Fig. 1: run 1, metal layers overlaid
Only two layers are drawn.
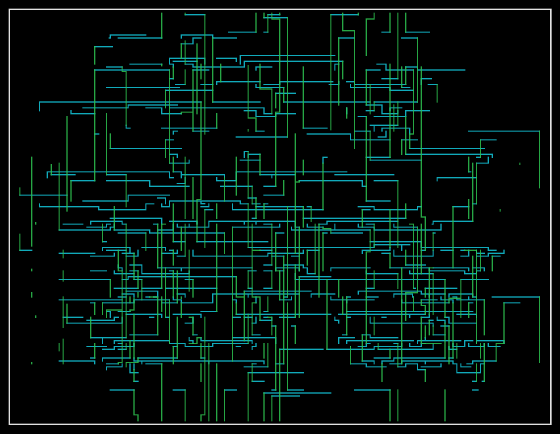
Fig. 2: run 1, selected gate families
Bar = 20 um.
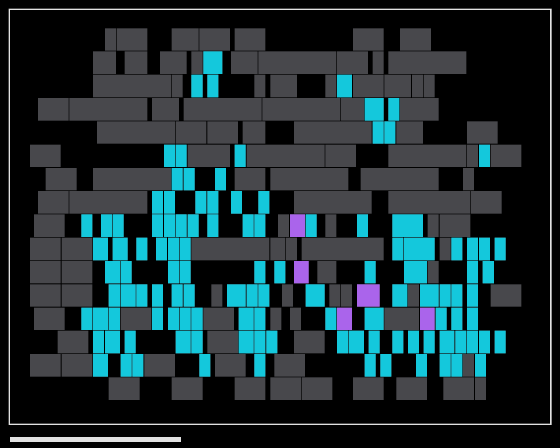
Fig. 3: run 1, ports around the boundary
Pins as bars across the die edge, other pins in grey.
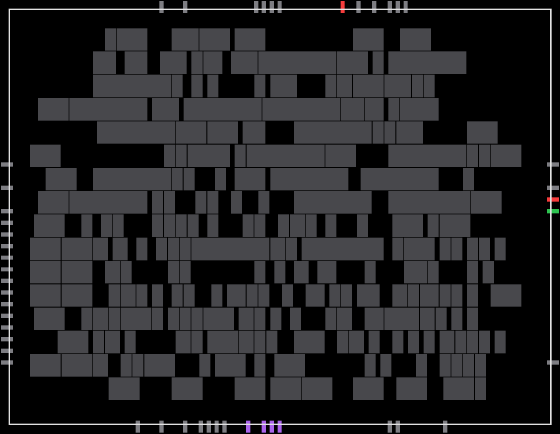
File: src/rtl/vl_rec_arbiter.sv
// vl_rec_arbiter: round-robin arbiter that merges NUM_REQ record senders
// onto one registered downstream channel, tagging the source of each record.
//
// Ports:
//   clk, reset     rising-edge clock, async active-high reset
//   req_valid      per-requester record valid
//   req_data       packed 5-bit records, requester i at [5i+4:5i]
//   req_ready      per-requester accept, one-hot or zero
//   out_valid      buffered record valid
//   out_data       buffered record {vl_bit, vl_arr[3:0]}
//   out_src        requester index that supplied out_data
//   out_ready      downstream accept
//   xfer_count     completed downstream transfers, wrapping
module vl_rec_arbiter #(
   parameter int NUM_REQ = 4,
   parameter int SRC_W   = $clog2(NUM_REQ),
   parameter int CNT_W   = 8
) (
   input  logic                 clk,
   input  logic                 reset,
   input  logic [NUM_REQ-1:0]   req_valid,
   input  logic [5*NUM_REQ-1:0] req_data,
   output logic [NUM_REQ-1:0]   req_ready,
   output logic                 out_valid,
   output logic [4:0]           out_data,
   output logic [SRC_W-1:0]     out_src,
   input  logic                 out_ready,
   output logic [CNT_W-1:0]     xfer_count
);

   localparam int REC_W = 5;

   logic [SRC_W-1:0] last_q;
   logic [SRC_W-1:0] win;
   logic [SRC_W-1:0] idx;
   logic             found;
   logic             can_load;
   logic             load;
   logic             drain;
   logic [REC_W-1:0] win_rec;

   // Scan starts just past the last grant, so the most recently
   // served requester has the lowest priority this cycle.
   always_comb begin
      found = 1'b0;
      win   = '0;
      idx   = '0;
      for (int k = 1; k <= NUM_REQ; k++) begin
         idx = SRC_W'((int'(last_q) + k) % NUM_REQ);
         if (!found && req_valid[idx]) begin
            found = 1'b1;
            win   = idx;
         end
      end
   end

   assign win_rec  = req_data[int'(win)*REC_W +: REC_W];
   assign can_load = !out_valid || out_ready;
   assign drain    = out_valid && out_ready;
   // Reset gates the handshake so no requester sees an accept
   // while the buffer is being cleared.
   assign load     = found && can_load && !reset;

   always_comb begin
      req_ready = '0;
      if (load) begin
         req_ready[win] = 1'b1;
      end
   end

   always_ff @(posedge clk or posedge reset) begin
      if (reset) begin
         out_valid  <= 1'b0;
         out_data   <= '0;
         out_src    <= '0;
         last_q     <= SRC_W'(NUM_REQ - 1);
         xfer_count <= '0;
      end else begin
         if (load) begin
            out_valid <= 1'b1;
            out_data  <= win_rec;
            out_src   <= win;
            last_q    <= win;
         end else if (drain) begin
            out_valid <= 1'b0;
         end
         if (drain) begin
            xfer_count <= xfer_count + CNT_W'(1);
         end
      end
   end

endmodule

File: config.mk
export PLATFORM = sky130hd
export DESIGN_NAME = vl_rec_arbiter
export DESIGN_NICKNAME = d
export VERILOG_FILES = /design/src/rtl/vl_rec_arbiter.sv
export SDC_FILE = /design/constraint.sdc
export NUM_CORES = 1
export LEC_CHECK = 0
export ABC_AREA = 1
export CAP_MARGIN = 25
export CORE_ASPECT_RATIO = 0.75
export CORE_MARGIN = 2
export CORE_UTILIZATION = 45
export DETAILED_ROUTE_END_ITERATION = 16
export PLACE_DENSITY = 0.82
export SETUP_SLACK_MARGIN = 0.2
export SLEW_MARGIN = 10
export SYNTH_ARGS = -nofsm -noshare
export SYNTH_HDL_FRONTEND = slang
export SYNTH_SLANG_ARGS = --single-unit
File: constraint.sdc
create_clock -name clk -period 8.44 [get_ports clk]
set_clock_uncertainty 0.2 [all_clocks]
set_input_delay 2.532 -clock clk [delete_from_list [all_inputs] [get_ports clk]]
set_output_delay 2.532 -clock clk [all_outputs]
set_load 0.01 [all_outputs]
==> results_dict.tcl, run 1 <==
# flow metrics
set metrics [dict create \
    fp-row-count 16 \
    cp_cell_sequence "clkdlybuf4s50_1 -> inv_1 -> nand2_1 -> nand2_1 -> nand2_1 -> nand2_1 -> a21oi_1 -> nand2_1 -> nand2_2 -> inv_2 -> nor3_1 -> clkdlybuf4s50_1" \
    endpoint "req_ready[0]" \
    setup_slack_ps 877 \
    dr.max_layer_used "met3" \
    clkbuf_count 4 \
    min_path_type "reg -> reg" \
    cts.sinks 18 \
    status "finished, final reports clean" \
    r2r-end "out_data[1]" \
    inverters 15 \
    fmax_mhz 132 \
    ys.flops 18 \
    grt_pass1_vias 1122 \
    rsz0062_at_grt "no" \
    clkTransAtPathRegs_ps 100 \
    grtUsageMet3_pct 3.26 \
    slew_headroom_pct 75.1 \
    clockNetworkAreaShare_pct 2.13 \
    vias 1176 \
    ys_warn_count 0 \
    seq_area_share_pct 26.6 \
    ys_sh_adder_pct 1.06 \
    cp.required_ps 5710 \
    synth-xor-area-share_pct 5.20 \
]
Back to the opening pictures, Fig. 1:
Green is M2, wire length 1090 um. Cyan is M1, wire length 1360 um.

Back to the opening pictures, Fig. 2:
Cyan is nand cells, cells 115. Purple is aoi and oai cells, cells 5.

Back to the opening pictures, Fig. 3:
Green is out_valid, pins 1, direction output, edge right. Purple is req_ready, pins 4, direction output, edge bottom. Red is out_src, pins 2, direction output, edge 1 right, 1 top.
All pins by edge: 16 left, 14 bottom, 12 top, 5 right.

Fig. 4: run 1, sequential cells grouped by signal name
Bar = 20 um. Other sequential cells in the stronger grey, the rest of the logic in the fainter grey.
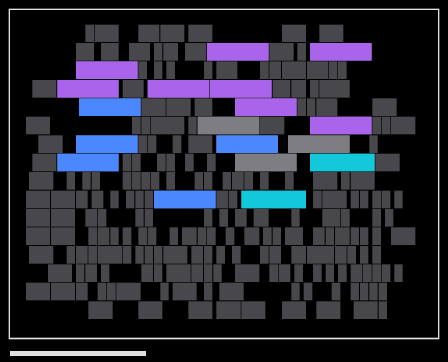

## Run 2: what changed since run 1
--- a/config.mk
+++ b/config.mk
@@ -11,7 +11,7 @@
 export CORE_MARGIN = 2
 export CORE_UTILIZATION = 45
 export DETAILED_ROUTE_END_ITERATION = 16
-export PLACE_DENSITY = 0.82
+export PLACE_DENSITY = 0.92
 export SETUP_SLACK_MARGIN = 0.2
 export SLEW_MARGIN = 10
 export SYNTH_ARGS = -nofsm -noshare
==> constraint.sdc (replaced) <==
create_clock -name clk -period 8.44 [get_ports clk]
set_clock_uncertainty 0.2 [all_clocks]
set_input_delay 2.532 -clock clk [delete_from_list [all_inputs] [get_ports clk]]
set_output_delay 2.532 -clock clk [all_outputs]
set_load 0.1 [all_outputs]
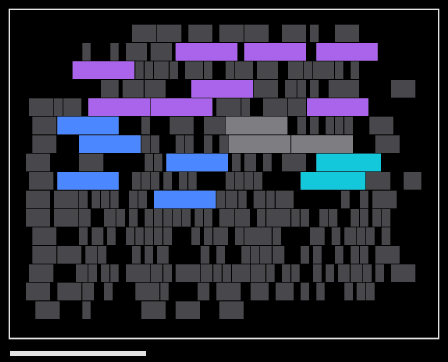
Fig. 5. Sequential cells grouped by signal name (run 2).
Bar = 20 um. Other sequential cells in the stronger grey, the rest of the logic in the fainter grey.
Cyan is last_q, placed flops 2. Blue is out_data, placed flops 5, where left middle. Purple is xfer_count, placed flops 8.
Another 3 sequential cells are not coloured.
fin util: 66.1%
Seq area share: 27.0%
Seq. cell area: 453 um^2

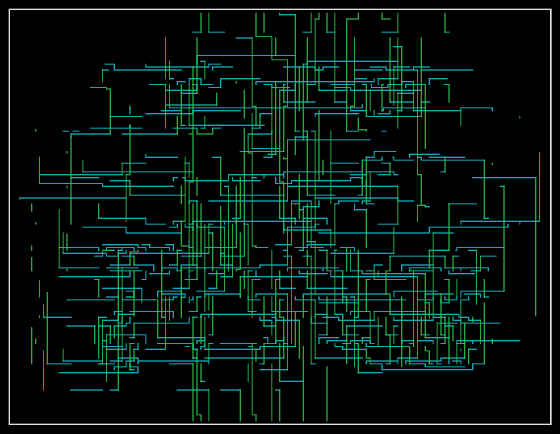
Fig. 6. Metal layers overlaid (run 2).
Only two layers are drawn.
Green is M2, wire length 1200 um. Cyan is M1, wire length 1280 um.

==> run 2 against run 1 <==
  * Fmax up 3.5%
  * Synthesized area stayed put
  * Largest cell class unchanged
  * Synthesized cell count did not move
  * Cell area is 1.2% lower
==> results_dict.tcl, run 2 <==
# flow metrics
set metrics [dict create \
    yosys_cells 177 \
    ys_warn_count 0 \
    grt_pass1_vias 1094 \
    rsz0062_at_grt "no" \
    grtUsageMet3_pct 5.35 \
    cts_repair_resize_count 0 \
    vias 1225 \
    cap_violations 0 \
    setup_slack_ps 1130 \
    fmax_mhz 137 \
    slew_headroom_pct 33.9 \
    r2r-end "out_data[4]" \
    cts.sinks 18 \
    clkTransAtPathRegs_ps 100 \
    inverters 15 \
    cp.required_ps 5710 \
    endpoint "req_ready[1]" \
    status "finished, final reports clean" \
    min_path_type "reg -> reg" \
    reg.largest.list "xfer_count x8, out_data x5" \
    fp-row-count 16 \
    ys.flops 18 \
]
